**config.mk**
```make
export PLATFORM = sky130hd
export DESIGN_NAME = rh11_intr
export DESIGN_NICKNAME = d
export VERILOG_FILES = /design/src/rtl/rh11_intr.sv
export SDC_FILE = /design/constraint.sdc
export NUM_CORES = 1
export LEC_CHECK = 0
export CAP_MARGIN = 20
export CELL_PAD_IN_SITES_DETAIL_PLACEMENT = 0
export CELL_PAD_IN_SITES_GLOBAL_PLACEMENT = 1
export CORE_ASPECT_RATIO = 1.75
export CORE_UTILIZATION = 12
export CTS_CLUSTER_DIAMETER = 30
export DETAILED_ROUTE_END_ITERATION = 10
export HOLD_SLACK_MARGIN = 0.03
export PLACE_DENSITY_LB_ADDON = 0.15
export SYNTH_ARGS = -nofsm -noshare
export SYNTH_HDL_FRONTEND = slang
export SYNTH_SLANG_ARGS = --single-unit
export TNS_END_PERCENT = 100
```
**constraint.sdc**
```tcl
create_clock -name clk -period 1.3 [get_ports clk]
set_clock_uncertainty 0.15 [all_clocks]
set_input_delay 0.26 -clock clk [delete_from_list [all_inputs] [get_ports clk]]
set_output_delay 0.26 -clock clk [all_outputs]
set_load 0.01 [all_outputs]
```
**src/rtl/rh11_intr.sv**
```systemverilog
// RH11 interrupt controller: turns CS1 done/attention/IE-write events into a
// Unibus BR request, runs the grant handshake and returns the IE-clearing ack.
module rh11_intr #(
    parameter int          INTR_LEVEL = 6,
    parameter logic [15:0] INTR_VECT  = 16'o000254
) (
    input  logic        clk,
    input  logic        rst,
    input  logic        devRESET,
    input  logic        rhCLR,
    input  logic        rhcs1WRITE,
    input  logic        devLOBYTE,
    input  logic [0:35] devDATAI,
    input  logic [15:0] rhCS1,
    input  logic        devINTA,
    output logic [7:1]  devINTR,
    output logic [15:0] devVECT,
    output logic        rhIACK,
    output logic        rhPEND
);

    typedef enum logic [1:0] {IDLE = 2'd0, REQ = 2'd1, ACK = 2'd2} state_t;

    state_t      state_q, state_d;
    logic        pend_q, pend_d;
    logic        last_rdy_q, last_sc_q;
    logic [7:1]  intr_q, intr_d;
    logic [15:0] vect_q, vect_d;
    logic        iack_q, iack_d;
    logic        rhpend_q, rhpend_d;
    logic [7:1]  lvl_bit;

    logic clr, sc, rdy, ie, wr_ie, wr_rdy;
    logic ev_done, ev_attn, ev_wr, ev;
    logic unused_bits;

    assign clr    = devRESET | rhCLR;
    assign sc     = rhCS1[15];
    assign rdy    = rhCS1[7];
    assign ie     = rhCS1[6];
    // Big-endian data bus: little-endian bit n lives at index 35-n.
    assign wr_ie  = devDATAI[29];
    assign wr_rdy = devDATAI[28];

    assign ev_done = rdy & ~last_rdy_q & ie;
    assign ev_attn = sc & ~last_sc_q & rdy & ie;
    assign ev_wr   = rhcs1WRITE & devLOBYTE & wr_ie & wr_rdy & rdy;
    assign ev      = ev_done | ev_attn | ev_wr;

    assign unused_bits = ^{devDATAI[0:27], devDATAI[30:35], rhCS1[14:8], rhCS1[5:0]};

    always_comb begin
        lvl_bit             = '0;
        lvl_bit[INTR_LEVEL] = 1'b1;
    end

    // State, pending and edge registers
    always_ff @(posedge clk or posedge rst) begin
        if (rst) begin
            state_q    <= IDLE;
            pend_q     <= 1'b0;
            last_rdy_q <= 1'b1;
            last_sc_q  <= 1'b0;
        end else begin
            state_q    <= state_d;
            pend_q     <= pend_d;
            last_rdy_q <= rdy;
            last_sc_q  <= clr ? 1'b0 : sc;
        end
    end

    // Next state and pending
    always_comb begin
        state_d = state_q;
        pend_d  = pend_q;
        if (clr) begin
            state_d = IDLE;
            pend_d  = 1'b0;
        end else begin
            case (state_q)
                IDLE: if (pend_q) state_d = REQ;
                REQ: begin
                    // A grant always wins, even if software just dropped IE.
                    if (devINTA)        state_d = ACK;
                    else if (!ie && !ev) state_d = IDLE;
                end
                ACK:     state_d = IDLE;
                default: state_d = IDLE;
            endcase
            if (ev)
                pend_d = 1'b1;
            else if (state_q == ACK)
                pend_d = 1'b0;
            else if (state_q == REQ && !devINTA && !ie)
                pend_d = 1'b0;
        end
    end

    // Outputs decoded from the next state so they leave straight from flops
    always_comb begin
        intr_d   = (state_d == REQ) ? lvl_bit : '0;
        vect_d   = (state_d == ACK) ? INTR_VECT : 16'd0;
        iack_d   = (state_d == ACK);
        rhpend_d = pend_d | (state_d == REQ);
    end

    always_ff @(posedge clk or posedge rst) begin
        if (rst) begin
            intr_q   <= '0;
            vect_q   <= '0;
            iack_q   <= 1'b0;
            rhpend_q <= 1'b0;
        end else begin
            intr_q   <= intr_d;
            vect_q   <= vect_d;
            iack_q   <= iack_d;
            rhpend_q <= rhpend_d;
        end
    end

    assign devINTR = intr_q;
    assign devVECT = vect_q;
    assign rhIACK  = iack_q;
    assign rhPEND  = rhpend_q;

endmodule
```
### Wiring by layer, run 1

Drawn at 4 px/um.
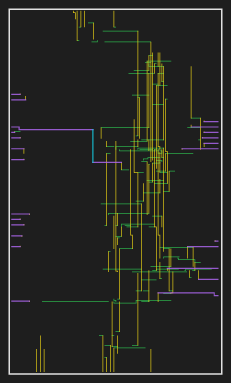
| colour | layer | wire length |
|---|---|---|
| yellow | M2 | 734 um |
| cyan | M4 | 8.20 um |
| purple | M3 | 132 um |
| green | M1 | 333 um |

### Gate-type map, run 1

Drawn at 4 px/um.
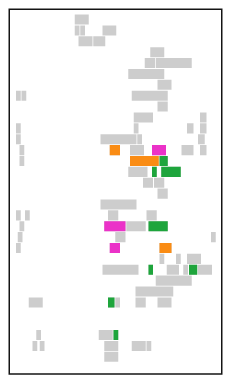
| colour | family | cells |
|---|---|---|
| orange | aoi and oai cells | 3 |
| magenta | non-inverting ao/oa cells | 3 |
| green | nand cells | 8 |
combinational share of cell area: 32.1%
final cell count without fillers: 131
Top cell excl fill/tap: conb_1

==> run_results.csv, run 1 <==
group,metric,value,unit
yosys,xor_area_share,0,%
run_status,status,"finished with violations",
final_timing,fmax,721,MHz
routing,drc,1,
global_routing,antenna_found_initial,0,
worst_setup_path,cp-end-kind,"flop",
power,p_int,0.522,mW
final_layout,final_cell_area,781,um2
clock_tree,clockBufferDepth,2,
placement,io_buffers,18,
routing,drt_iter0_drc,3,
worst_setup_path,critPathKind,"reg2reg",
placement,post-place-cells,125,
routing,wl,1.21,mm
final_timing,finalHoldViolations,0,
power,switchingPower,0.158,mW
clock_tree,cts.clk_slew.worst_paths,0.04,ns
clock_tree,hold_buffers,0,
final_timing,period_needed,1.39,ns
global_routing,grt_pass1_wl,1.82,mm
final_timing,timing.final.crit_share,107,%
final_layout,layout.area.seq,201,um2
routing,dr_total_vias,388,
placement,placed_area,717,um2
power,power.density,871,mW/mm2
final_timing,setup_viol,2,
routing,drt_pass1_iterations,6,
placement,place_congestion,0.731,
yosys,synthTopLogicFamily,"buffers and inverters",
yosys,synth-simple-area-share,16.0,%
global_routing,grt_pass1_vias,408,
routing,wl_per_cell,9.21,um
run_status,violations,"design-rule violations, negative setup slack",
global_routing,grt_max_degree,9,
floorplanning,coreArea,0.00436,mm2
yosys,yosys_cells,56,
power,seqPwrFrac,38.2,%
global_routing,overflow,0,
final_timing,setup_slack,-0.0861,ns
final_layout,diodes,0,
routing,vias_per_cell,2.96,
job,warning_count,76,
clock_tree,cts_inserted_buffers,3,
final_layout,drive_above_1_share,32.5,%
final_timing,finalMaxSlewViolations,0,
worst_setup_path,arrival,1.39,ns
final_timing,rsz0062_at_grt,"yes",
floorplanning,core.rowCount,32,
### Clock distribution, run 1

Drawn at 6 px/um.
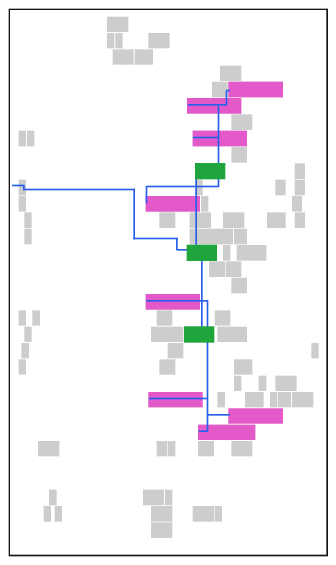
[blue] clock wires | length: 160 um
[magenta] flip-flops | count: 8
[green] clock-net drivers | count: 3
routed clock nets: 4

## run 1: final cells by class
cell class	instances	area share, %
well taps	51	8.17
flip-flops and latches	8	25.8
inverters	2	0.962
clock buffers	4	5.77
repair buffers	26	27.2
multi-input cells	40	32.1
## run 1: stage by stage
stage	total power, mW	hold slack [ns]	util (%)	setup WS [ns]	setup TNS [ns]
after floorplan	0.353	-0.0751	-	-0.0123	-0.0123
after global placement	0.366	0.398	16.4	-0.433	-2.15
after detailed placement	0.366	0.398	16.4	-0.457	-2.26
after CTS	0.695	0.159	18.0	-0.153	-0.255
after global routing	0.722	0.186	17.9	-0.160	-0.427
final	0.680	0.144	17.9	-0.0861	-0.157
## run 1: sequential cells by signal (all words and copies together), names as in the netlist
register / count
state_q: 2
devINTR: 1
devVECT: 1
last_rdy_q: 1
last_sc_q: 1
pend_q: 1
rhPEND: 1
## run 1: path summary, 6_finish.rpt
path / start / to / slack, ns / depth (start not counted)
max in group asynchronous: rst / last_rdy_q$_DFF_PP1_ / 0.56 / 2
worst max register to register: state_q[0]$_DFF_PP0_ / rhPEND$_DFF_PP0_ / -0.09 / 4
worst min register to register: state_q[1]$_DFF_PP0_ / devVECT[5]$_DFF_PP0_ / 0.45 / 2
min in group clk: devINTA / devVECT[5]$_DFF_PP0_ / 0.35 / 3
worst max-delay path: state_q[0]$_DFF_PP0_ / rhPEND$_DFF_PP0_ / -0.09 / 4
worst min-delay path: rst / rhPEND$_DFF_PP0_ / 0.14 / 2
## run 1: routing by layer
metal | part of all wire (%) | GRT usage [%] | vias up | wire (um)
met2 | 61 | 10.5 | 24 | 733
met4 | 0.66 | 3.29 | 0 | 8
met1 | 28 | 4.20 | 179 | 332
li1 | - | - | 183 | -
met3 | 11 | 2.36 | 2 | 132
met5 | 0 | 0 | - | 0
## run 1: critical path, stage by stage, from the launching register on
cell	delay, ns
dfrtp_1	0.38
or2b_1	0.28
a211oi_4	0.26
o21a_4	0.16
o21bai_1	0.09
## run 1: power by group through the flow
stage	Sequential, mW	Clock, mW	Combinational (mW)
after CTS	0.260	0.329	0.106
after global placement	0.263	0	0.104
after global routing	0.260	0.344	0.119
after floorplan	0.263	0	0.0906
after detailed placement	0.263	0	0.103
final	0.260	0.313	0.108
## run 1: what timing repair did
| action | 4_1_cts | 5_1_grt |
|---|---|---|
| hold endpoints to repair | 0 | 0 |
| setup buffers | 1 | 1 |
| endpoints found under the setup margin | 11 | 11 |
| pin swaps | 2 | 1 |
| gates resized | 24 | 8 |
## run 1: Yosys cell counts, drive strengths merged
| cell type | instances | area (um2) |
|---|---|---|
| a211oi | 1 | 20.0 |
| a21oi | 1 | 5.00 |
| buf | 23 | 176 |
| conb | 1 | 3.75 |
| dfrtp | 7 | 175 |
| dfstp | 1 | 26.3 |
| inv | 2 | 7.51 |
| nand2 | 3 | 11.3 |
| nand2b | 4 | 25.0 |
| nand3 | 1 | 5.00 |
| nor2 | 3 | 11.3 |
| nor3 | 3 | 20.0 |
| o21a | 2 | 22.5 |
| o21bai | 1 | 7.51 |
| o311a | 1 | 10.0 |
| or2 | 1 | 6.26 |
| or2b | 1 | 7.51 |
==> run 2, diff against run 1 <==
ABC_AREA = 1   (was default)
CORE_UTILIZATION = 11   (was 12)
### Clock wiring as the flow saved it, run 2

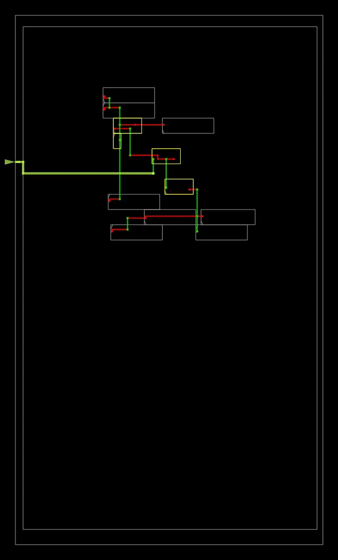
clock sinks: 8
Clk power: 0.299 mW

==> run_results.csv, run 2 <==
group,metric,value,unit
final_timing,setup_slack,0.0386,ns
global_routing,grt_max_degree,9,
run_status,status,"finished clean",
yosys,yosysTopAreaCell,"dfrtp_1",
worst_setup_path,cp_slowest_stage_delay,0.35,ns
routing,drc,0,
power,power.density,887,mW/mm2
final_timing,fmax,793,MHz
routing,drt_iter0_drc,1,
yosys,synthTopCellsByArea,"dfrtp_1, buf_4, inv_1",
worst_setup_path,crit_buf_inv,1,
worst_setup_path,crit_cells,1,
worst_setup_path,arrival,0.85,ns
clock_tree,cts.clk_slew.worst_paths,0.04,ns
placement,placed_area,719,um2
routing,drt_pass1_iterations,2,
final_timing,rsz0062_at_grt,"yes",
power,switchingPower,0.147,mW
yosys,flop_cell,"dfrtp_1",
final_layout,layout_top_cell,"conb_1",
routing,dr_total_vias,405,
floorplanning,core.rowCount,33,
final_layout,diodes,0,
routing,vias_per_cell,2.83,
clock_tree,clockBufferDepth,2,
worst_setup_path,critical_path.slowest_cell,"dfrtp_1",
### Clock distribution, run 2

Drawn at 6 px/um.
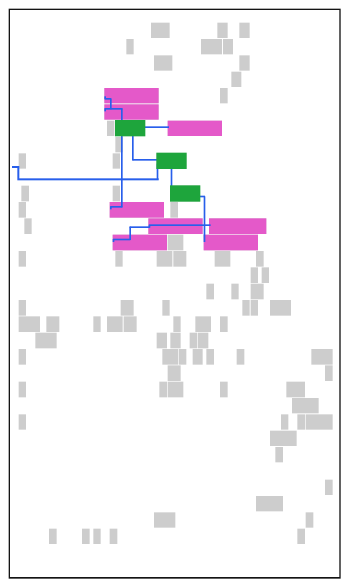
Clk pwr share: 45.1%
Skew-Pair Late Insertion Delay: 0.22 ns

==> run 2: cell types whose count changed after synthesis, sizes merged, moves of 2 or more <==
cell and delta:
nand2b -4, nand2 +9, nor2 +3, o21a -2
inv +11
==> run 2: power groups by stage <==
stage / Clock, mW / Combinational [mW] / Sequential [mW]
6_report: 0.299 / 0.104 / 0.260
3_3_place_gp: 0 / 0.110 / 0.264
5_1_grt: 0.326 / 0.119 / 0.261
3_5_place_dp: 0 / 0.110 / 0.264
4_1_cts: 0.312 / 0.107 / 0.260
2_1_floorplan: 0 / 0.0890 / 0.265
==> run 2: per-layer routing <==
metal	track usage, %	vias to the layer above	wire [um]
met4	0.641	0	0
li1	-	205	-
met3	2.42	0	99
met2	7.73	20	584
met1	4.08	180	328
met5	0	-	0
==> run 2: cell type report <==
cell class                 count  area share, %
timing repair buffer          23           26.6
multi-input combinational     43           25.3
clock buffer                   4           6.02
sequential                     8           26.9
tap                           52           8.70
inverter                      13           6.52
==> run 2: per-stage QoR <==
| step | power (mW) | std cells |
|---|---|---|
| 2_1_floorplan | 0.354 | 86 |
| 3_3_place_gp | 0.374 | 139 |
| 3_5_place_dp | 0.373 | 139 |
| 4_1_cts | 0.680 | 143 |
| 5_1_grt | 0.706 | 143 |
| 6_report | 0.664 | 143 |
==> run 2: what timing repair did <==
| action | 4_1_cts | 5_1_grt |
|---|---|---|
| endpoints found under the setup margin | 9 | 9 |
| buffers inserted | 0 | 0 |
| pin swaps | 0 | 5 |
| resized | 14 | 11 |
| endpoints found under the hold margin | 0 | 0 |
==> run 2: how the worst max path moves through the flow <==
stage	start	endpoint	slack [ns]
6_report	rhPEND$_DFF_PP0_	rhPEND	0.04
5_1_grt	rhCLR	devVECT[5]$_DFF_PP0_	-0.009
4_1_cts	devVECT[5]$_DFF_PP0_	devVECT[5]	-0.005
3_5_place_dp	rhCS1[7]	rhPEND$_DFF_PP0_	-0.26
3_3_place_gp	rhCS1[7]	rhPEND$_DFF_PP0_	-0.28
2_1_floorplan	last_rdy_q$_DFF_PP1_	rhPEND$_DFF_PP0_	0.22
==> run 2: cells by family after synthesis <==
kind of cell | synth area share [%]
buffers and inverters | 39.8
flip-flops | 37.4
other | 0.697
AND/OR/NAND/NOR | 20.7
AND-OR/OR-AND | 1.40
==> run 3, diff against run 2 <==
CTS_CLUSTER_SIZE = 8   (was default)
### Gate-type map, run 3

Drawn at 4 px/um.
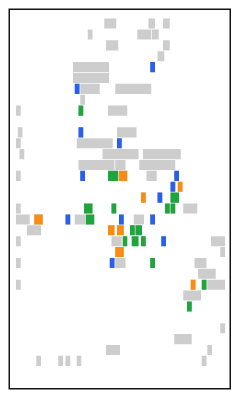
| colour | family | cells |
|---|---|---|
| orange | nor cells | 8 |
| green | nand cells | 16 |
| blue | inv cells | 13 |

==> run_results.csv, run 3 <==
group,metric,value,unit
routing,dr_total_vias,405,
clock_tree,postCtsSetupRepairBufs,0,
worst_setup_path,critical_path.slowest_cell,"dfrtp_1",
power,switchingPower,0.147,mW
final_timing,fmax,793,MHz
worst_setup_path,crit_buf_inv,1,
placement,post-place-cells,139,
routing,wl_met1,328,um
final_layout,layout_top_cell,"conb_1",
final_timing,rsz0062_at_grt,"yes",
final_layout,diodes,0,
run_status,status,"finished clean",
clock_tree,cts.clk_slew.worst_paths,0.04,ns
clock_tree,clockBufferDepth,2,
worst_setup_path,arrival,0.85,ns
power,power.density,887,mW/mm2
routing,vias_per_cell,2.83,
final_timing,setup_slack,0.0386,ns
power,finalPower,0.664,mW
clock_tree,clock_sinks,8,
### M3 wires, run 3

Drawn at 6 px/um.
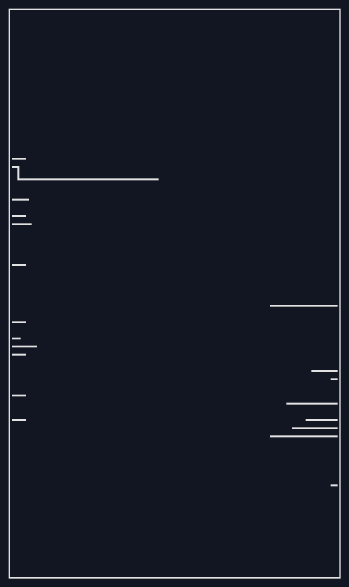
nets with wire on the layer: 20
longest straight run: 23.2 um
main direction: horizontal
share of all routed wire: 9.9%
GR Layer Usage met3: 2.42%
Detailed Route WL: 1.01 mm

run 3: cell counts after synthesis:
No cell type changed its count.
run 3: cells by family (layout without fill, tap and decap cells):
| family | count (synthesis) | in the layout | synth area share (%) |
|---|---|---|---|
| AND-OR/OR-AND | 1 | 1 | 1.40 |
| buffers and inverters | 35 | 40 | 39.8 |
| flip-flops | 8 | 8 | 37.4 |
| other | 1 | 18 | 0.697 |
| AND/OR/NAND/NOR | 24 | 24 | 20.7 |
run 3: final timing paths:
path	startpoint	endpoint	cells past startpoint
min	rst	devINTR[6]$_DFF_PP0_	2
min in group clk	rhCS1[7]	last_rdy_q$_DFF_PP1_	2
max reg2reg	state_q[1]$_DFF_PP0_	rhPEND$_DFF_PP0_	6
max	rhPEND$_DFF_PP0_	rhPEND	1
max in group asynchronous	rst	last_rdy_q$_DFF_PP1_	2
min reg2reg	state_q[1]$_DFF_PP0_	state_q[1]$_DFF_PP0_	3
run 3: routing by layer:
layer	vias up	global-route usage [%]
li1	205	-
met3	0	2.42
met4	0	0.641
met2	20	7.73
met1	180	4.08
met5	-	0
run 3: layout make-up:
type                    instances  area (um2)
flip-flops and latches          8         201
fillers                       563        3960
clock buffers                   4        45.0
well taps                      52        65.1
inverters                      13        48.8
repair buffers                 23         199
multi-input cells              43         189
run 3: repair_timing:
action	CTS	global route
resized	14	11
pin swaps	0	5
endpoints found under the setup margin	9	9
run 3: power by group through the flow:
stage	clock network [mW]	logic (mW)	registers, mW
after global placement	0	0.110	0.264
after detailed placement	0	0.110	0.264
final	0.299	0.104	0.260
after CTS	0.312	0.107	0.260
after floorplan	0	0.0890	0.265
after global routing	0.326	0.119	0.261
run 3: metrics by stage:
step / setup TNS (ns) / area [um2]
floorplan: 0 / 602
global placement: -1.39 / 719
detailed placement: -1.41 / 719
CTS: -0.00734 / 762
global route: -0.00948 / 748
finish: 0 / 748
No activity file was given, so power comes from the tool's default toggle rates.
